Design scan_ctrl_139, sky130hd; sources not shown.
**Close-up of the layout**

The bar under the picture is 5 um long. Window x 19 to 39, y 26 to 46 um. Cells in gray, sequential cells in the stronger gray; small squares are vias.
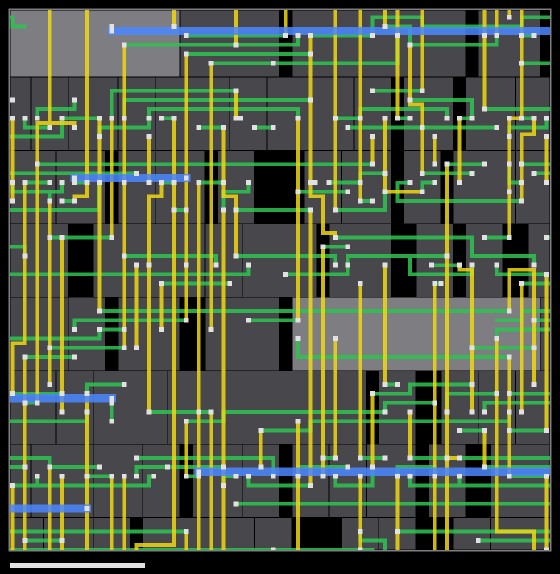
legend:
  M3:
    color: blue
  M2:
    color: yellow
  M1:
    color: green
sequential cells in the window: 2
most frequent: nand2_1 (16), inv_1 (5)
cells with their middle in the window: 52

**Register map, names as in the netlist**

The bar under the picture is 20 um long. Other sequential cells in the stronger gray, the rest of the logic in the fainter gray.
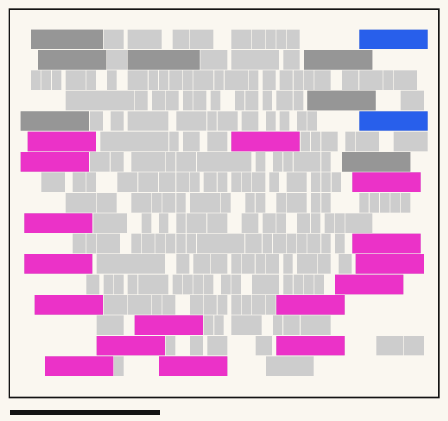
legend:
  `dwell_cnt_q`:
    color: magenta
    placed_flops: 16
  `sel_q`:
    color: blue
    placed_flops: 2
not colored: 7
Seq group: 0.656 mW
final core area utilization: 0.754
Reg area: 628 um^2
Seq area share: 0.332

**Selected gate families**

The bar under the picture is 20 um long.
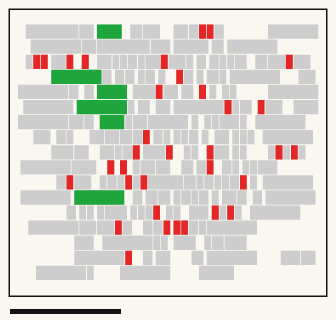
legend:
  inv cells:
    color: red
    cells: 34
  fa/ha/maj cells:
    color: green
    cells: 6
Final Non-Filler Cells: 258
Comb/total area: 0.454

**Routing congestion**

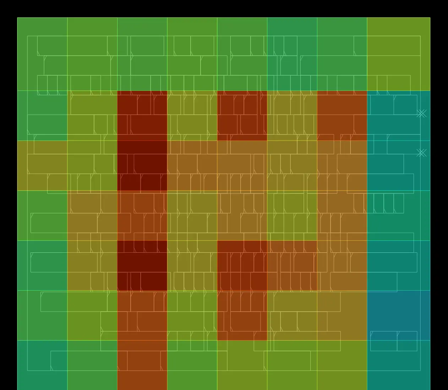
GR Util All Layers: 0.257
grt met2 use: 0.420
WL per Instance: 13.5 um

==> results.json <==
{
  "yosys.area.top_type_share": 0.401,
  "worstPathMaxFanout": 4,
  "ys_sh_aoi": 0.0869,
  "rsz0062_at_grt": "yes",
  "hold_path_class": "primary input to async pin",
  "wl_met1_um": 1610,
  "die_w_um": 57.0,
  "status": "finished, violations left",
  "startpoint_type": "register",
  "p_leak_nw": 0.898,
  "syn_area_um2": 1500,
  "grt_max_degree": 26,
  "p_int_mw": 0.784,
  "max-slew-margin-rel": 0.788,
  "largest_class": "logic gates",
  "yosys.area.top_type": "dfrtp_1",
  "fp_util": 0.597,
  "top_logic_kind": "simple AND/OR/NAND/NOR gates",
  "wirelength_um": 3480,
  "cts_buffers": 3,
  "clockBufferCount": 4,
  "reg2reg_slack_ns": 0.04,
  "dp_hpwl_um": 2330,
  "power_mw": 0.988,
  "hold_ws_ns": 0.248,
  "syn2layout_area_growth_pct": 26.4,
  "layout.cells.most_common": "nand2_1",
  "rows": 17,
  "grt_use_met3": 0.0597,
  "power.density_nw_per_um2": 522,
  "grtUsageMet1": 0.350,
  "dp_worst_setup_slack_ns": -0.0178,
  "layout.nets": 240,
  "port_buffers": 7,
  "yosys-stat-cells": 202,
  "fillers": 180,
  "drc": 4,
  "power_frac_seq": 0.665,
  "reg2reg_depth": 10,
  "grt-busiest-layer": "met2",
  "synth-simple-area-share": 0.343,
  "drive_gt1_frac": 0.265,
  "wl_met3_um": 162,
  "ys_warn_count": 0,
  "clock_power_share": 0.312,
  "n_all_inverters": 34,
  "fin_crit_sh": 0.971,
  "clkSinkCount": 25,
  "hold_viol": 0,
  "antenna_found_initial": 0,
  "postSynthSeqShare": 0.419,
  "synth-xor-area-share": 0.0117,
  "synthCells": 202,
  "floorplan.nets": 211,
  "via_count": 1377,
  "syn_area_per_cell_um2": 7.41,
  "clkLatencyLatePin_ns": 0.32,
  "largest_reg_flops": 16,
  "drtIter0Drc": 63,
  "combPwrFrac": 0.024,
  "dr.pass1.iters": 6,
  "gp_congestion": 0.897,
  "violations": "DRC",
  "yosys.area_share.adder": 0.0501,
  "setup_slack_ns": 0.0442,
  "cts_hold_buf": 0,
  "vias_per_cell": 5.34,
  "clk_pin_slew_ns": 0.13,
  "grt_pass1_vias": 1321
}
worst max-delay path, cell delays in order (launching register included):
cell     delay, ns
dfrtp_1       0.41
buf_4         0.16
ha_4          0.17
nand2_2       0.08
nand2_4       0.07
buf_12        0.13
nand3_1       0.10
inv_2         0.07
nand2_1       0.07
nand2_1       0.07
a21oi_2       0.11
power groups by stage:
stage | clock, mW | combinational (mW) | sequential [mW]
after floorplan | 0 | 0.000153 | 0.669
after global placement | 0 | 0.0225 | 0.669
after detailed placement | 0 | 0.0237 | 0.669
after CTS | 0.318 | 0.0237 | 0.657
after global routing | 0.328 | 0.0274 | 0.657
final | 0.308 | 0.0232 | 0.656
Power figures rest on the tool's default switching activity, not on a simulated workload.
